==> config.mk <==
export PLATFORM = sky130hd
export DESIGN_NAME = uart_tx
export DESIGN_NICKNAME = d
export VERILOG_FILES = /design/src/rtl/uart_tx.sv
export SDC_FILE = /design/constraint.sdc
export NUM_CORES = 1
export LEC_CHECK = 0
export CAP_MARGIN = 0
export CELL_PAD_IN_SITES_DETAIL_PLACEMENT = 1
export CELL_PAD_IN_SITES_GLOBAL_PLACEMENT = 1
export CORE_AREA = 4 4 64 66
export CTS_BUF_LIST = sky130_fd_sc_hd__clkbuf_2
export CTS_CLUSTER_DIAMETER = 100
export DETAILED_ROUTE_END_ITERATION = 7
export DIE_AREA = 0 0 68 70
export PLACE_DENSITY_LB_ADDON = 0.05
export SLEW_MARGIN = 15
export SYNTH_ARGS = -nofsm -noshare
export SYNTH_HDL_FRONTEND = slang
export SYNTH_SLANG_ARGS = --single-unit
export TNS_END_PERCENT = 5
==> constraint.sdc <==
create_clock -name i_clk -period 2.35 [get_ports i_clk]
set_input_delay 0.47 -clock i_clk [delete_from_list [all_inputs] [get_ports i_clk]]
set_output_delay 0.47 -clock i_clk [all_outputs]
set_load 0.05 [all_outputs]
==> src/rtl/uart_tx.sv <==
// uart_tx: 8-bit UART transmitter with a one-entry holding buffer, optional parity and 1..2 stop bits
module uart_tx #(
   parameter int PARITY_EN  = 0,
   parameter int PARITY_ODD = 0,
   parameter int STOP_BITS  = 1
) (
   input  logic       i_clk,
   input  logic       i_reset,
   input  logic       i_clk_tx,
   input  logic       i_valid,
   input  logic [7:0] i_data,
   output logic       o_ready,
   output logic       o_txd,
   output logic       o_busy,
   output logic       o_done
);
   typedef enum logic [2:0] {IDLE, START, DATA, PARITY, STOP} state_t;
   localparam logic PAR_ODD   = (PARITY_ODD != 0);
   localparam logic LAST_STOP = (STOP_BITS == 2);
   state_t     state;
   logic [7:0] buf_q;
   logic [7:0] shifter;
   logic       buf_full;
   logic [2:0] cnt;
   logic       stop_cnt;
   logic       last;
   logic       load;
   // last: final stop strobe of a frame; load: a buffered byte starts a frame on this strobe
   always_comb begin
      last = (state == STOP) && (stop_cnt == LAST_STOP);
      load = i_clk_tx && buf_full && ((state == IDLE) || last);
   end
   // Handshake, holding buffer and frame sequencer; every output is a register
   always_ff @(posedge i_clk) begin
      if (i_reset) begin
         state    <= IDLE;
         buf_q    <= 8'd0;
         shifter  <= 8'd0;
         buf_full <= 1'b0;
         cnt      <= 3'd0;
         stop_cnt <= 1'b0;
         o_ready  <= 1'b1;
         o_txd    <= 1'b1;
         o_busy   <= 1'b0;
         o_done   <= 1'b0;
      end else begin
         o_done <= i_clk_tx && last;
         if (i_valid && o_ready) begin
            buf_q    <= i_data;
            buf_full <= 1'b1;
            o_ready  <= 1'b0;
         end
         if (load) begin
            shifter  <= buf_q;
            buf_full <= 1'b0;
            o_ready  <= 1'b1;
            o_txd    <= 1'b0;
            o_busy   <= 1'b1;
            state    <= START;
         end else if (i_clk_tx) begin
            case (state)
               IDLE: o_txd <= 1'b1;
               START: begin
                  o_txd <= shifter[0];
                  cnt   <= 3'd0;
                  state <= DATA;
               end
               DATA: begin
                  if (cnt != 3'd7) begin
                     cnt   <= cnt + 3'd1;
                     o_txd <= shifter[cnt + 3'd1];
                  end else if (PARITY_EN != 0) begin
                     o_txd <= ^shifter ^ PAR_ODD;
                     state <= PARITY;
                  end else begin
                     o_txd    <= 1'b1;
                     stop_cnt <= 1'b0;
                     state    <= STOP;
                  end
               end
               PARITY: begin
                  o_txd    <= 1'b1;
                  stop_cnt <= 1'b0;
                  state    <= STOP;
               end
               STOP: begin
                  if (last) begin
                     state  <= IDLE;
                     o_busy <= 1'b0;
                  end else begin
                     stop_cnt <= 1'b1;
                  end
               end
               default: begin
                  state  <= IDLE;
                  o_txd  <= 1'b1;
                  o_busy <= 1'b0;
               end
            endcase
         end
      end
   end
endmodule
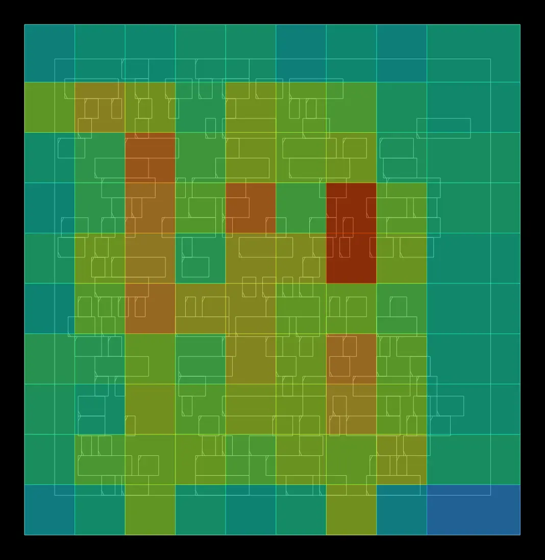
run_1/final_congestion.png
GR Util met2: 0.201
Global Route met3 Usage: 0.0209
met1 Use GR: 0.169

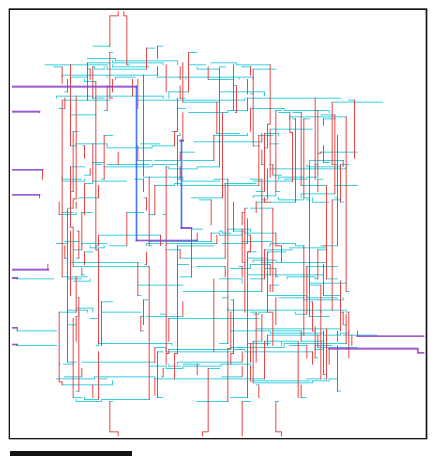
run_1/metal_stack.png
Bar = 20 µm.
met3: shown in purple, wire length 80.3 µm. met1: shown in cyan, wire length 1260 µm. met2: shown in red, wire length 1340 µm. met4: shown in blue, wire length 39.4 µm.
via count: 953
WL final: 2720 µm

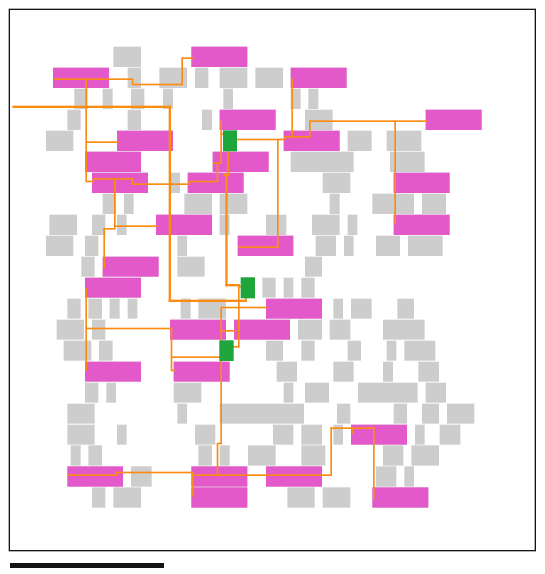
run_1/clock_map.png
Bar = 20 µm.
flip-flops: shown in magenta, count 28. cells driving clock nets: shown in green, count 3. clock wires: shown in orange, length 366 µm.
There are 4 routed clock nets.
P_clk: 292 µW
clock skew: 0.0136 ns
clock network fraction of design power: 0.318
worst-skew pair later-pin latency: 0.37 ns

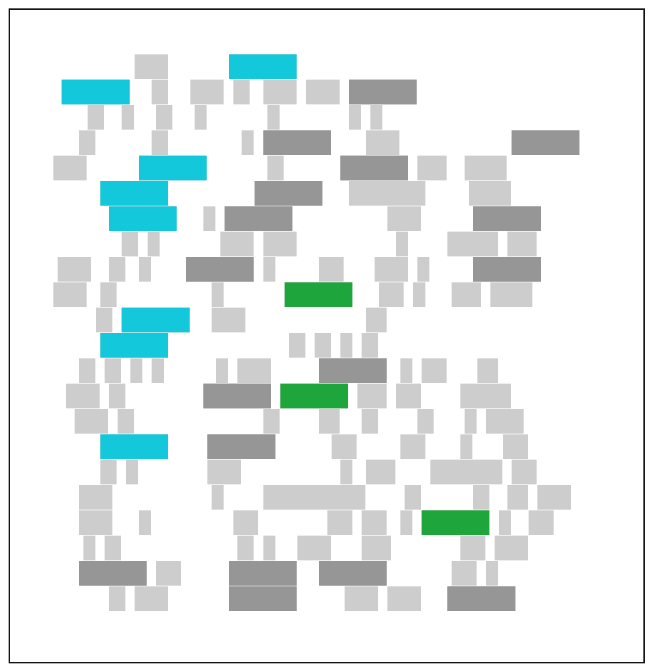
run_1/registers.png
Other sequential cells in the stronger grey, the rest of the logic in the fainter grey.
state: shown in green, sequential cells 3. buf_q: shown in cyan, sequential cells 8.
post-layout util: 0.408
sequential share of cell area: 0.384
register area: 561 µm²
Seq power: 508 µW

==> run 1: metal layers <==
layer / vias to the layer above / global-route usage
li1: 483 / -
met1: 454 / 0.169
met2: 12 / 0.201
met3: 4 / 0.0209
met4: 0 / 0.0530
met5: - / 0
==> run 1: cell families (layout without fill, tap and decap cells) <==
| family | count (synthesis) | after routing | share of synthesized area |
|---|---|---|---|
| fa+ha+maj | 2 | 2 | 0.0206 |
| buf+inv | 13 | 29 | 0.0516 |
| simple gates | 45 | 45 | 0.190 |
| flops | 28 | 28 | 0.462 |
| compound gates | 27 | 27 | 0.150 |
| mux | 13 | 13 | 0.126 |
==> run 1: worst max-delay path: stages (launching register included) <==
cell and delay, ns:
dfxtp_1 0.37, buf_4 0.16, clkdlybuf4s50_1 0.81
==> reports/qor.yml, run 1 <==
status: "finished, final reports clean"
largest_cell_class: "multi-input combinational cells"
p_comb_frac: 0.128
ir_drop_uv: 254
top_cells_by_count: "28 x dfxtp_1, 15 x nand2_1, 14 x a21oi_1, 10 x mux2i_1, 10 x nor2_1"
switching_share: 0.243
largest_area_cell: "dfxtp_1"
sh_comb_area: 0.403
cts_buffers: 3
max_freq_mhz: 460
end_kind: "primary output"
hold_end: "o_busy$_SDFFE_PP0P_"
slew_headroom: 0.667
post_cts_buffers: 0
track_usage: 0.128
clock_buffers: 3
worst_slack_ns: 0.176
critPathMaxFanout: 11
final.fill_count: 437
syn_avg_cell_area_um2: 9.47
grt_pass1_vias: 964
antenna_found_initial: 0
edf_count: 0
warnings: 26
cts_tree: "built"
p_per_area_mw_per_mm2: 628
cts_htree_levels: 1
core_area_mm2: 0.00358
die_h_um: 70
p_seq_frac: 0.553
num_antenna_cells: 0
criticalPathCategory: "reg -> out"
topCellsByArea: "dfxtp_1 46%, mux2i_1 8.3%, a21oi_1 5.8%, nand2_1 4.6%, nand3_1 3.3%"
synth_seq_share: 0.462
cts_buffer_depth: 2
placement_rows: 22
post-route-min-period_ns: 2.17
cts-root-buf: "clkbuf_2"
grt_max_degree: 17
total_power_uw: 918
reg.largest.list: "buf_q x8, shifter x8"
hpwl_um: 2140
n_all_inverters: 5
clock_area_frac: 0.0308
netlist_area_mm2: 0.00121
cts_resized: 0
netlist_instances: 128
reg2reg_to: "o_txd$_SDFFE_PP1P_"
buffers: 20
tightest_slew_ns: 0.498
routabilityCongestion: 0.776
grt_pass1_wl_um: 4600
ys_chip_area_mm2: 0.00121
postLayoutCellArea_mm2: 0.00146
crit_arrival_ns: 1.70
comb-power_uw: 118
layout_top_cells: "28 x dfxtp_1, 15 x nand2_1, 15 x clkdlybuf4s50_1"
setup.worst_path.start: "o_ready$_SDFFE_PP1P_"
ys_ff: 28
maxCapViolations: 0
layout_top_cell: "dfxtp_1"
period_used_share: 0.925
numClockSinks: 28
rr_startpoint: "cnt[0]$_SDFFE_PP0P_"
hold_buffers: 0
logic_gate_count: 87
hold_start: "o_busy$_SDFFE_PP0P_"
drc: 0
grt_overflow: 0
io_pins: 16
dp_cells: 188
drt_first_pass_iters: 3
top_layer_used: "met4"
ys_cells: 128
clk_pin_slew_worst_paths_ns: 0.25
power.switching_uw: 223
chipArea_mm2: 0.00476
synth_cell_types: 34
place_ws_ns: 0.421
worstSetupStartpointType: "register"
run_1/pins.png
Pins as bars across the die edge, other pins in grey.
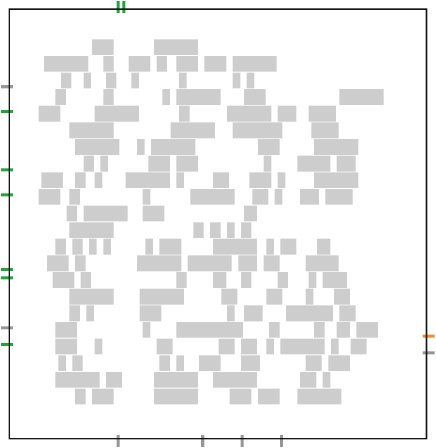

==> run 1 -> run 2 <==
--- a/config.mk
+++ b/config.mk
@@ -5,6 +5,7 @@
 export SDC_FILE = /design/constraint.sdc
 export NUM_CORES = 1
 export LEC_CHECK = 0
+export ABC_AREA = 1
 export CAP_MARGIN = 0
 export CELL_PAD_IN_SITES_DETAIL_PLACEMENT = 1
 export CELL_PAD_IN_SITES_GLOBAL_PLACEMENT = 1
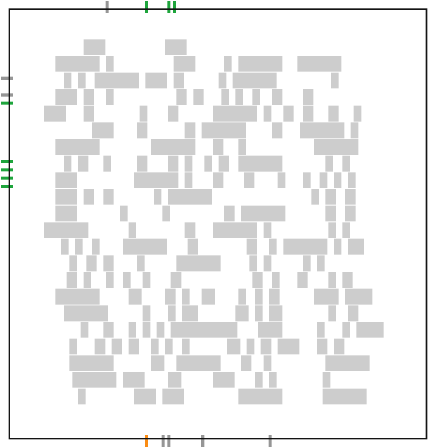
run_2/pins.png
Pins as bars across the die edge, other pins in grey.
i_data: shown in green, pins 8, direction input, edge 5 left, 3 top. i_clk_tx: shown in orange, pins 1, direction input, edge bottom.
All pins by edge: 7 left, 5 bottom, 4 top.
Port Buffers: 15
DIE HEIGHT: 70 µm
Die Width: 68 µm

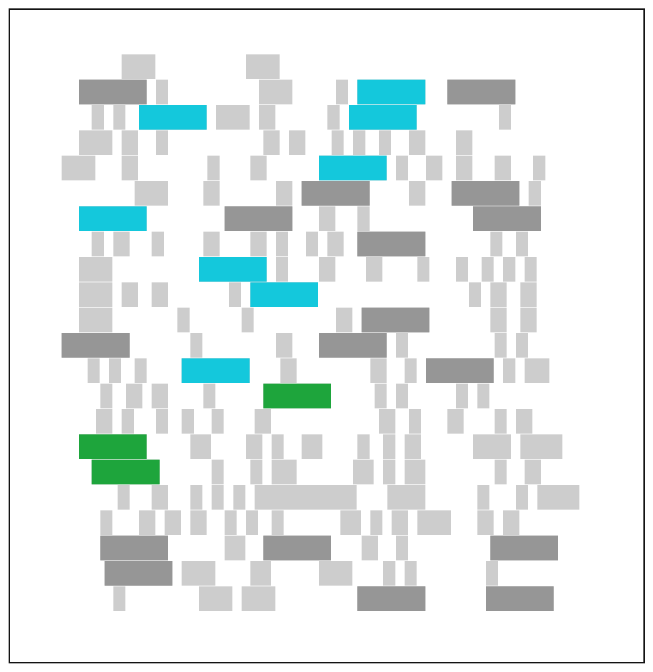
run_2/registers.png
Other sequential cells in the stronger grey, the rest of the logic in the fainter grey.
buf_q: shown in cyan, sequential cells 8. state: shown in green, sequential cells 3.
Seq power: 526 µW
post-layout util: 0.401
sequential share of cell area: 0.391

==> run 2 against run 1 <==
Die area stayed put. Non-clock buffer count is 5 lower. Maximum frequency is 5.4% higher. Flip-flop count stayed put. First-iteration DRC count is 15% lower. Final cell count is 19% higher. Wire length is 0.37% higher. Global-route usage is 1.0 points higher. Largest cell class is now flip-flops and latches. Synthesized cell count is 29% higher. Largest power group unchanged. Critical path depth is 1 lower. Design area is 1.9% lower. Via count is 12% higher.
==> reports/qor.yml, run 2 <==
crit_arrival_ns: 1.59  # was 1.70 ns
netlist_instances: 165  # was 128
hpwl_um: 2150  # was 2140 µm
drc: 0  # unchanged
synth_seq_share: 0.468  # was 0.462
p_per_area_mw_per_mm2: 687  # was 628 mW/mm²
p_clk_uw: 294  # was 292 µW
hold_start: "shifter[3]$_SDFFE_PP0P_"  # was o_busy$_SDFFE_PP0P_
adder_share: 0.0209  # was 0.0206
topCellsByArea: "dfxtp_1 47%, o21ai_0 9.2%, nand2_1 8.5%, nor2_1 8.2%, a21oi_1 6.3%"  # was dfxtp_1 46%, mux2i_1 8.3%, a21oi_1 5.8%, nand2_1 4.6%, nand3_1 3.3%
period_used_share: 0.878  # was 0.925
drt_first_pass_iters: 4  # was 3
synth.logic.top_family: "simple AND/OR/NAND/NOR gates"  # unchanged
pwr-share-clk: 0.298  # was 0.318
antenna_found_initial: 0  # unchanged
slew_headroom: 0.661  # was 0.667
mux_area_frac: 0  # was 0.126
numClockSinks: 28  # unchanged
cts_tree: "built"  # unchanged
cts-root-buf: "clkbuf_2"  # unchanged
reg.largest.list: "buf_q x8, shifter x8"  # unchanged
path_cells: "clkdlybuf4s50_1"  # was buf_4 > clkdlybuf4s50_1
layout_top_cell: "dfxtp_1"  # unchanged
io_pins: 16  # unchanged
placement_rows: 22  # unchanged
synth_cell_types: 19  # was 34
p_seq_frac: 0.534  # was 0.553
post_cts_buffers: 0  # unchanged
chipArea_mm2: 0.00476  # unchanged
power.switching_uw: 268  # was 223 µW
warnings: 26  # unchanged
ir_drop_uv: 224  # was 254 µV
netlist_area_mm2: 0.00120  # was 0.00121 mm²
ys_ff: 28  # unchanged
worst_slack_ns: 0.286  # was 0.176 ns
ys_cells: 165  # was 128
largest_area_cell: "dfxtp_1"  # unchanged
criticalPathCategory: "reg -> out"  # unchanged
num_antenna_cells: 0  # unchanged
setup_viol: 0  # unchanged
core_area_mm2: 0.00358  # unchanged
top_layer_used: "met4"  # unchanged
crit_slowest_cell: "clkdlybuf4s50_1"  # unchanged
cts_resized: 0  # unchanged
m1WireLength_um: 1370  # was 1260 µm
maxCapViolations: 0  # unchanged
grt_max_degree: 21  # was 17
p_comb_frac: 0.168  # was 0.128
place_ws_ns: 0.473  # was 0.421 ns
insertion_delay_ns: 0.36  # was 0.37 ns
grt_overflow: 0  # unchanged
routabilityCongestion: 0.764  # was 0.776
postLayoutCellArea_mm2: 0.00143  # was 0.00146 mm²
grt_pass1_vias: 1143  # was 964
dp_cells: 225  # was 188
path_buffers: 1  # was 2
cts_buffer_depth: 2  # unchanged
routed_wl_um: 2730  # was 2720 µm
max_freq_mhz: 485  # was 460 MHz
ys_chip_area_mm2: 0.00120  # was 0.00121 mm²
status: "finished, final reports clean"  # unchanged
synth-xor-area-share: 0  # unchanged
layout_top_cells: "28 x dfxtp_1, 27 x nand2_1, 26 x nor2_1"  # was 28 x dfxtp_1, 15 x nand2_1, 15 x clkdlybuf4s50_1
vias: 1064  # was 953
simple_gate_share: 0.265  # was 0.190
worstSetupStartpointType: "register"  # unchanged
path_depth: 1  # was 2
clk_pin_slew_worst_paths_ns: 0.27  # was 0.25 ns
switching_share: 0.272  # was 0.243
track_usage: 0.138  # was 0.128
edf_count: 0  # unchanged
fin_worst_skew_ns: 0.00497  # was 0.0136 ns
aoi_share: 0.161  # was 0.150
crit_family: "buffers and inverters"  # unchanged
critPathMaxFanout: 2  # was 11
top_cells_by_count: "28 x dfxtp_1, 27 x nand2_1, 26 x nor2_1, 22 x o21ai_0, 16 x inv_1"  # was 28 x dfxtp_1, 15 x nand2_1, 14 x a21oi_1, 10 x mux2i_1, 10 x nor2_1
hold_buffers: 0  # unchanged
final.fill_count: 475  # was 437
total_power_uw: 985  # was 918 µW
end_kind: "primary output"  # unchanged
==> run 2: cell type report <==
class                      instances  area, µm²  share of cell area
clock inverter                     1       30.0              0.0209
sequential                        28        561               0.391
timing repair buffer              15        150               0.105
inverter                          22       82.6              0.0576
multi-input combinational        112        536               0.373
clock buffer                       3       15.0              0.0105
tap                               48       60.1              0.0419
==> run 2: path summary, 6_finish.rpt <==
kind / slack, ns / end
setup / recovery: 0.29 / o_txd
hold / removal: 0.49 / shifter[3]$_SDFFE_PP0P_
setup reg to reg: 0.87 / cnt[2]$_SDFFE_PP0P_
hold reg to reg: 0.49 / shifter[3]$_SDFFE_PP0P_
==> run 2: layer usage <==
layer,vias to the layer above,GRT usage
met4,0,0.0530
met5,-,0
met2,9,0.214
met3,4,0.0257
li1,560,-
met1,491,0.186
Power and IR drop assume default switching activity.
